===== src/rtl/ts_packetizer.sv =====
// Groups {line_id, ts} timestamp words into PKT_LEN-word AXI-Stream packets and closes partial packets after an idle timeout.
// Optional build macro TS_WRAP_MARKER_EN inserts a marker word (32'hE000_0000) ahead of any word whose ts wrapped.
module ts_packetizer #(
    parameter int PKT_LEN = 64,
    parameter int TIMEOUT = 1000000
) (
    input  logic        ts_strm_clk,
    input  logic        resetn,
    input  logic [31:0] s_axis_tdata,
    input  logic        s_axis_tvalid,
    output logic        s_axis_tready,
    output logic [31:0] m_axis_tdata,
    output logic        m_axis_tvalid,
    input  logic        m_axis_tready,
    output logic        m_axis_tlast,
    output logic [15:0] pkt_count,
    output logic [15:0] wrap_count
);
    localparam int CNT_W  = $clog2(PKT_LEN);
    localparam int IDLE_W = $clog2(TIMEOUT + 1);
    localparam logic [31:0]       MARKER   = 32'hE000_0000;
    localparam logic [CNT_W-1:0]  CNT_MAX  = CNT_W'(PKT_LEN - 1);
    localparam logic [IDLE_W-1:0] IDLE_MAX = IDLE_W'(TIMEOUT);

    typedef enum logic [1:0] {ST_EMPTY, ST_HOLD, ST_MARK} state_t;

    state_t            state_reg, state_next;
    logic [31:0]       hold_data_reg, hold_data_next;
    logic [31:0]       pend_data_reg, pend_data_next;
    logic [31:0]       o_data_reg;
    logic              o_valid_reg;
    logic              o_last_reg;
    logic [CNT_W-1:0]  cnt_reg, cnt_next;
    logic [IDLE_W-1:0] idle_reg, idle_next;
    logic [15:0]       pkt_count_reg;

    logic o_free;
    logic accept;
    logic is_wrap;
    logic load_o;
    logic load_last;

    assign o_free        = !o_valid_reg || m_axis_tready;
    assign s_axis_tready = (state_reg == ST_EMPTY) || (state_reg == ST_HOLD && o_free);
    assign accept        = s_axis_tvalid && s_axis_tready;

`ifdef TS_WRAP_MARKER_EN
    logic [28:0] last_ts_reg;
    logic [15:0] wrap_count_reg;

    assign is_wrap    = accept && (s_axis_tdata[28:0] < last_ts_reg);
    assign wrap_count = wrap_count_reg;

    always_ff @(posedge ts_strm_clk or negedge resetn) begin
        if (!resetn) begin
            last_ts_reg    <= '0;
            wrap_count_reg <= '0;
        end else begin
            if (accept)
                last_ts_reg <= s_axis_tdata[28:0];
            if (state_reg == ST_MARK && o_free)
                wrap_count_reg <= wrap_count_reg + 16'd1;
        end
    end
`else
    assign is_wrap    = 1'b0;
    assign wrap_count = 16'd0;
`endif

    always_comb begin
        state_next     = state_reg;
        hold_data_next = hold_data_reg;
        pend_data_next = pend_data_reg;
        load_o         = 1'b0;
        load_last      = 1'b0;
        case (state_reg)
            ST_HOLD: begin
                if (accept) begin
                    load_o    = 1'b1;
                    load_last = (cnt_reg == CNT_MAX);
                end else if (idle_reg >= IDLE_MAX && o_free) begin
                    load_o     = 1'b1;
                    load_last  = 1'b1;
                    state_next = ST_EMPTY;
                end
            end
            ST_MARK: begin
                // Marker leaves first; the wrapped data word follows from P.
                if (o_free) begin
                    load_o         = 1'b1;
                    load_last      = (cnt_reg == CNT_MAX);
                    hold_data_next = pend_data_reg;
                    state_next     = ST_HOLD;
                end
            end
            default: ;
        endcase
        // Accept only happens in EMPTY or HOLD; the incoming word lands the same way in both.
        if (accept) begin
            if (is_wrap) begin
                hold_data_next = MARKER;
                pend_data_next = s_axis_tdata;
                state_next     = ST_MARK;
            end else begin
                hold_data_next = s_axis_tdata;
                state_next     = ST_HOLD;
            end
        end

        cnt_next = cnt_reg;
        if (load_o)
            cnt_next = load_last ? '0 : cnt_reg + 1'b1;

        idle_next = idle_reg;
        if (accept || state_reg == ST_EMPTY)
            idle_next = '0;
        else if (idle_reg < IDLE_MAX)
            idle_next = idle_reg + 1'b1;
    end

    always_ff @(posedge ts_strm_clk or negedge resetn) begin
        if (!resetn) begin
            state_reg     <= ST_EMPTY;
            hold_data_reg <= '0;
            pend_data_reg <= '0;
            o_data_reg    <= '0;
            o_valid_reg   <= 1'b0;
            o_last_reg    <= 1'b0;
            cnt_reg       <= '0;
            idle_reg      <= '0;
            pkt_count_reg <= '0;
        end else begin
            state_reg     <= state_next;
            hold_data_reg <= hold_data_next;
            pend_data_reg <= pend_data_next;
            cnt_reg       <= cnt_next;
            idle_reg      <= idle_next;
            if (load_o) begin
                o_data_reg  <= hold_data_reg;
                o_valid_reg <= 1'b1;
                o_last_reg  <= load_last;
            end else if (m_axis_tready) begin
                o_valid_reg <= 1'b0;
            end
            if (o_valid_reg && m_axis_tready && o_last_reg)
                pkt_count_reg <= pkt_count_reg + 16'd1;
        end
    end

    assign m_axis_tdata  = o_data_reg;
    assign m_axis_tvalid = o_valid_reg;
    assign m_axis_tlast  = o_last_reg;
    assign pkt_count     = pkt_count_reg;

endmodule


===== config.mk =====
export PLATFORM = sky130hd
export DESIGN_NAME = ts_packetizer
export DESIGN_NICKNAME = d
export VERILOG_FILES = /design/src/rtl/ts_packetizer.sv
export SDC_FILE = /design/constraint.sdc
export NUM_CORES = 1
export LEC_CHECK = 0
export CAP_MARGIN = 20
export CORE_AREA = 2 2 102 129
export CTS_BUF_LIST = sky130_fd_sc_hd__clkbuf_16
export CTS_CLUSTER_DIAMETER = 50
export DETAILED_ROUTE_END_ITERATION = 10
export DIE_AREA = 0 0 104 131
export GPL_TIMING_DRIVEN = 0
export PLACE_DENSITY = 0.7
export SKIP_LAST_GASP = 1
export SLEW_MARGIN = 30
export SYNTH_ARGS = -nofsm -noshare
export SYNTH_HDL_FRONTEND = slang
export SYNTH_SLANG_ARGS = --single-unit

===== constraint.sdc =====
create_clock -name ts_strm_clk -period 1.6 [get_ports ts_strm_clk]
set_input_delay 0.32 -clock ts_strm_clk [delete_from_list [all_inputs] [get_ports ts_strm_clk]]
set_output_delay 0.32 -clock ts_strm_clk [all_outputs]
set_load 0.05 [all_outputs]

Run 1, met1 routing:
Supply wires on this layer in grey.
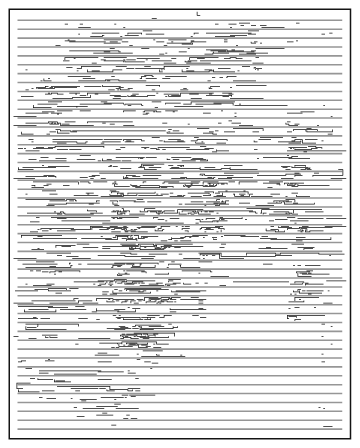
The layer carries 4120 µm of wire. 483 nets have wire on it. The layer holds 41% of the routed length. The longest straight run is 28.5 µm.

Run 1, the metal 2 layer:
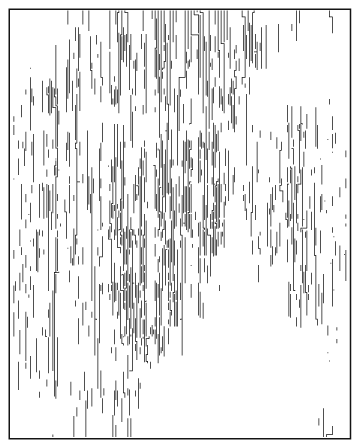
The wires run mostly vertical. The longest straight run is 40.8 µm. 503 nets have wire on it.

==> impl_report.txt, run 1 <==
=== SYNTHESIS / PLACE & ROUTE SUMMARY ===
----------------------------------------------------
[Setup path]
  CP Data Arrival Time ........................ between 2000 and 2500 ps
  Critical Path Max Stage Delay ........................ about 410 ps
  Crit path from ........................ idle_reg[8]
  Required time of the critical path ........................ roughly 1800 ps

[Cells and area]
  Register cell area after layout ........................ 0.00275 mm²
  Fillers ........................ 1099
  Share of layout cells above drive strength 1 ........................ 37.9%
  Most frequent cells in the layout ........................ dfrtp_1, buf_4, mux2_2

[STA]
  Post-Route Hold Slack ........................ between 400 and 500 ps
  Cycle use final ........................ 115%
  Slew at the pin closest to its max-slew limit ........................ about 740 ps
  Setup clock skew after layout ........................ 9.65 ps
  Setup violations, final ........................ 60
  Crit path setup slack, layout ........................ -243 ps

[Floorplanning]
  Core box area ........................ 0.0124 mm²
  Die W ........................ 104 µm

[Status]
  Failing checks ........................ setup timing
  Status ........................ finished, violations left

[Power]
  Share of power burned in combinational logic ........................ roughly 28%
  IR drop worst, VDD ........................ approximately 890 µV

[Yosys]
  Mux share of post-synthesis cell area ........................ 17.2%
  Yosys stat chip area ........................ 0.00486 mm²
  Count of state elements after synthesis ........................ 109
  Xor/xnor share ........................ 6.49%

[GRT]
  Gr ovfl total ........................ 0
  Maximum number of pins on one net before global-route repair ........................ 57

[Route]
  DRC violation count after routing ........................ 0
  1st-pass router iterations ........................ 4
  Total number of vias ........................ 3236
  Detailed Route WL ........................ roughly 10 mm
  Post-DRT Antenna Nets ........................ 0

[Placed design]
  Detailed placer's ending HPWL ........................ between 6 and 7 mm
  Placer's final routability congestion estimate ........................ 0.761
  Place WS ........................ -570 ps

[Run]
  # Max-Cap Violations ........................ 0
  Log Warnings ........................ 31

[Worst hold path]
  Count of cells along the worst hold path ........................ 3
  HP Start ........................ m_axis_tready

[Clock network]
  Clock Pin Slew Worst Setup and Hold Paths ........................ 70 ps

----------------------------------------------------
Run 1, signal wires on met3:
Scale bar: 20 µm. Cells faint in the background.
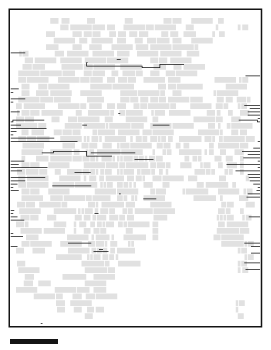
The wires run mostly horizontal. The layer carries 467 µm of wire. The layer holds 4.7% of the routed length. 67 nets have wire on it.

run 1: timing repair:
action / CTS / global route
cloned: 2 / 0
gates resized: 113 / 58
pin swaps: 11 / 16
endpoints found under the setup margin: 131 / 126
buffers inserted: 13 / 14
endpoints found under the hold margin: 53 / 0
hold buffers: 1 / 0
run 1: cell type report:
cell class	count	area share, %
sequential	109	40.4
multi-input combinational	246	31.0
clock buffer	9	3.31
clock inverter	7	1.62
inverter	4	0.221
tap	168	3.09
buffer	30	3.83
timing repair buffer	115	16.6
run 1: cell usage after synthesis:
cell type | count | area, µm²
xnor2_1 | 12 | 105
o21ai_2 | 1 | 8.76
and4_1 | 2 | 17.5
o211ai_1 | 2 | 15.0
nor3_2 | 1 | 10.0
or4_1 | 1 | 7.51
ha_1 | 4 | 50.1
buf_4 | 16 | 120
nor3_1 | 4 | 20.0
o31ai_2 | 1 | 12.5
nand3_1 | 13 | 65.1
a21o_1 | 1 | 7.51
buf_2 | 6 | 30.0
a311o_1 | 1 | 10.0
nand2b_1 | 2 | 12.5
nor4_1 | 2 | 12.5
dfrtp_1 | 109 | 2730
buf_6 | 2 | 22.5
nand4_1 | 20 | 125
o22ai_1 | 1 | 6.26
nand4b_1 | 1 | 8.76
mux2_2 | 40 | 450
and2_1 | 5 | 31.3
conb_1 | 1 | 3.75
a21oi_1 | 2 | 10.0
mux2i_1 | 1 | 10.0
clkbuf_1 | 5 | 18.8
nor4bb_1 | 1 | 10.0
nand4_2 | 1 | 12.5
inv_1 | 4 | 15.0
and3_1 | 6 | 37.5
nor2b_1 | 1 | 6.26
nand2_1 | 19 | 71.3
nor2_1 | 33 | 124
xor2_1 | 24 | 210
o21ai_0 | 2 | 10.0
mux2_4 | 25 | 375
a311oi_4 | 1 | 26.3
buf_12 | 2 | 40.0
run 1: power groups by stage:
| stage | registers [µW] | logic [µW] | clock network [µW] |
|---|---|---|---|
| 6_report | 3480 | 2280 | 2470 |
| 5_1_grt | 3540 | 2420 | 2630 |
| 4_1_cts | 3470 | 2270 | 2510 |
| 3_5_place_dp | 3520 | 2330 | 0 |
| 3_3_place_gp | 3500 | 2270 | 0 |
| 2_1_floorplan | 4220 | 843 | 0 |
run 1: per-layer routing:
metal  track usage, %  part of all wire, %
met5                0                    0
met2             26.0                   52
met1             17.6                   41
met4             6.92                  2.1
met3             3.77                  4.6
run 1: through the flow:
stage | cell area [µm²] | TNS (ps) | total power, µW
after floorplan | 4970 | -6700 | 5060
final | 6800 | -11300 | 8230
after CTS | 6690 | -9580 | 8240
after global placement | 6030 | -456940 | 5770
after global routing | 6800 | -16610 | 8590
after detailed placement | 6060 | -38570 | 5850
run 1: final timing paths:
kind,end,slack [ps]
worst min register to register,pkt_count[15],460
max in group asynchronous,hold_data_reg[29],490
min in group asynchronous,hold_data_reg[2],470
worst max-delay path,m_axis_tdata[9],-240
worst min-delay path,m_axis_tvalid,430
worst max register to register,m_axis_tdata[9],-240
run 1: logic make-up after synthesis:
logic type               after synthesis
other                                  1
AND/OR/NAND/NOR                      112
multiplexers                          66
adder cells (fa/ha/maj)                4
flip-flops                           109
AND-OR/OR-AND                         12
XOR/XNOR                              36
buffers and inverters                 35
==> run 2, diff against run 1 <==
==> config.mk (replaced) <==
export PLATFORM = sky130hd
export DESIGN_NAME = ts_packetizer
export DESIGN_NICKNAME = d
export VERILOG_FILES = /design/src/rtl/ts_packetizer.sv
export SDC_FILE = /design/constraint.sdc
export NUM_CORES = 1
export LEC_CHECK = 0
export ABC_AREA = 1
export CAP_MARGIN = 20
export CORE_AREA = 2 2 165 86
export CTS_BUF_LIST = sky130_fd_sc_hd__clkbuf_16
export CTS_CLUSTER_DIAMETER = 50
export DETAILED_ROUTE_END_ITERATION = 10
export DIE_AREA = 0 0 167 88
export GPL_TIMING_DRIVEN = 0
export PLACE_DENSITY = 0.69
export SKIP_LAST_GASP = 1
export SLEW_MARGIN = 20
export SYNTH_ARGS = -nofsm -noshare
export SYNTH_HDL_FRONTEND = slang
export SYNTH_SLANG_ARGS = --single-unit
Run 2, the metal 2 layer:
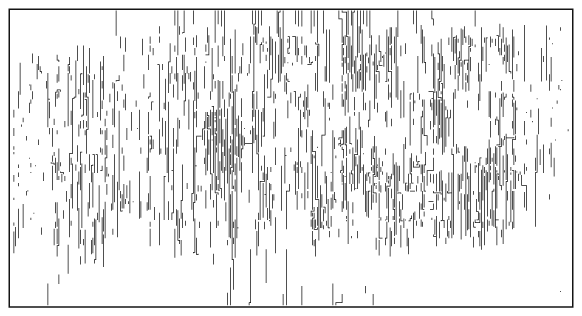
650 nets have wire on it. The layer holds 41% of the routed length. The layer carries 5830 µm of wire. The wires run mostly vertical.

Run 2, signal wires on met3:
Scale bar: 50 µm. Cells faint in the background.
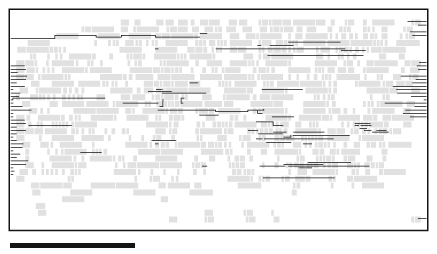
94 nets have wire on it. The layer holds 6.4% of the routed length.

Run 2, met1 routing:
Supply wires on this layer in grey.
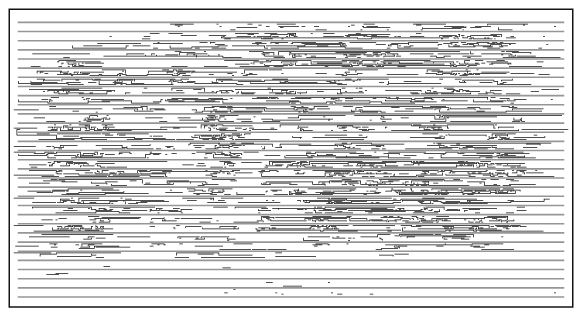
The longest straight run is 53.8 µm. The layer holds 52% of the routed length.

==> impl_report.txt, run 2 <==
=== SYNTHESIS / PLACE & ROUTE SUMMARY ===
----------------------------------------------------
[Yosys]
  Post-synthesis cell type with the largest instance count ........................ nand2_1
  Share of flip-flops with an asynchronous set or reset after synthesis ........................ 100%
  Xor/xnor share ........................ under 10%
  Top cells by count ........................ nand2_1, dfrtp_1, nand3_1, inv_1, nor2_1
  Post-synth tally of flip-flops with integrated enable ........................ 0
  Top cells by area ........................ dfrtp_1, nand2_1, nand3_1
  Top cell type's share of synthesized area ........................ 52.4%
  Library cell occupying the most area in the post-synthesis netlist ........................ dfrtp_1
  Most used flip-flop cell after synthesis ........................ dfrtp_1
  Count of state elements after synthesis ........................ 109

[GRT]
  Gr ovfl total ........................ 0
  Maximum number of pins on one net before global-route repair ........................ slightly below 80

[Route]
  Post-DRT Antenna Nets ........................ 0
  DRC violation count after routing ........................ 0
  Detailed Route WL ........................ 14.3 mm
  Total number of vias ........................ ~4700

[Cells and area]
  Share of layout cells above drive strength 1 ........................ about a fifth
  Area of all placed cells without fillers ........................ 0.00707 mm²
  Fillers ........................ 1222
  Most frequent cells in the layout ........................ nand2_1, dfrtp_1, nand3_1

[STA]
  Aggregate negative setup slack ........................ 0 ps
  Setup violations, final ........................ 0
  Crit path setup slack, layout ........................ ~12 ps
  Cycle use final ........................ 99.3%
  Slew at the pin closest to its max-slew limit ........................ about 540 ps

[Run]
  # Max-Cap Violations ........................ 0
  Log Warnings ........................ 31

[Placed design]
  Instance area at placement ........................ 0.00639 mm²
  Placer's final routability congestion estimate ........................ a little over 0.9

[Floorplanning]
  Core box area ........................ 0.0133 mm²
  Die W ........................ 167 µm

[Setup path]
  Critical Path Max Stage Delay ........................ 430 ps

[Status]
  Status ........................ finished, final reports clean

[Power]
  Share of power burned in combinational logic ........................ between 30 and 40%

----------------------------------------------------
[run 2: cell types whose count changed in the layout (fill, tap and decap cells not counted), sizes merged, moves of 4 or more]
| cell | before | now |
|---|---|---|
| a21oi | 2 | 6 |
| and2 | 5 | 0 |
| and3 | 6 | 0 |
| clkbuf | 25 | 30 |
| clkinv | 1 | 6 |
| inv | 5 | 46 |
| mux2 | 65 | 0 |
| nand2 | 19 | 262 |
| nand3 | 13 | 63 |
| nor3 | 5 | 12 |
| o21ai | 3 | 17 |
| xnor2 | 12 | 5 |
| xor2 | 24 | 12 |
[run 2: cell families (layout without fill, tap and decap cells)]
kind of cell	after synthesis	in the layout
adders and majority gates	4	4
DFF	109	109
and+or+nand+nor	399	399
buffers and inverters	85	213
AOI/OAI and AO/OA	25	25
xor gates and xnor gates	17	17
other	1	16
[run 2: repair_timing]
| item | CTS | global route |
|---|---|---|
| endpoints found under the setup margin | 126 | 91 |
| pin swaps | 1 | 13 |
| gates cloned | 0 | 2 |
| hold endpoints to repair | 33 | 0 |
| hold buffers | 1 | 0 |
| resized | 117 | 73 |
| buffers inserted | 6 | 17 |
[run 2: path summary, 6_finish.rpt]
check / depth (start not counted) / slack, ps / end / from
setup / recovery: 12 / 10 / m_axis_tdata[19] / idle_reg[6]
hold / removal: 2 / 420 / hold_data_reg[4] / resetn
setup reg to reg: 12 / 10 / m_axis_tdata[19] / idle_reg[6]
hold reg to reg: 2 / 470 / m_axis_tdata[20] / m_axis_tdata[20]
max in group asynchronous: 3 / 480 / pkt_count[2] / resetn
min in group ts_strm_clk: 4 / 450 / m_axis_tvalid / m_axis_tready
[run 2: final cells by class]
class                   instances  area (µm²)  share of cell area, %
clock inverters                 6        50.0                  0.708
repair buffers                113        1060                   15.0
plain buffers                  39         308                   4.35
multi-input cells             461        2290                   32.3
clock buffers                   9         225                   3.18
flip-flops and latches        109        2740                   38.8
inverters                      46         178                   2.51
well taps                     176         220                   3.11
[run 2: through the flow]
stage	hold WS (ps)	util (%)
after floorplan	24.4	-
after global placement	461	48.0
after detailed placement	230	48.3
after CTS	422	51.4
after global routing	449	53.4
final	416	53.4
[run 2: power by group through the flow]
stage | clock network (µW) | registers, µW | logic (µW)
after global placement | 0 | 3590 | 2730
final | 2120 | 3540 | 2790
after floorplan | 0 | 4560 | 767
after detailed placement | 0 | 3600 | 2780
after CTS | 2170 | 3550 | 2650
after global routing | 2280 | 3590 | 2980
[run 2: routing by layer]
metal,GRT usage [%],vias to the layer above,share of wire [%]
met2,27.8,154,41
met1,30.2,2223,52
met3,4.88,8,6.4
met5,0,-,0
met4,4.08,0,0.53
li1,-,2291,-
Power figures rest on the tool's default switching activity, not on a simulated workload.
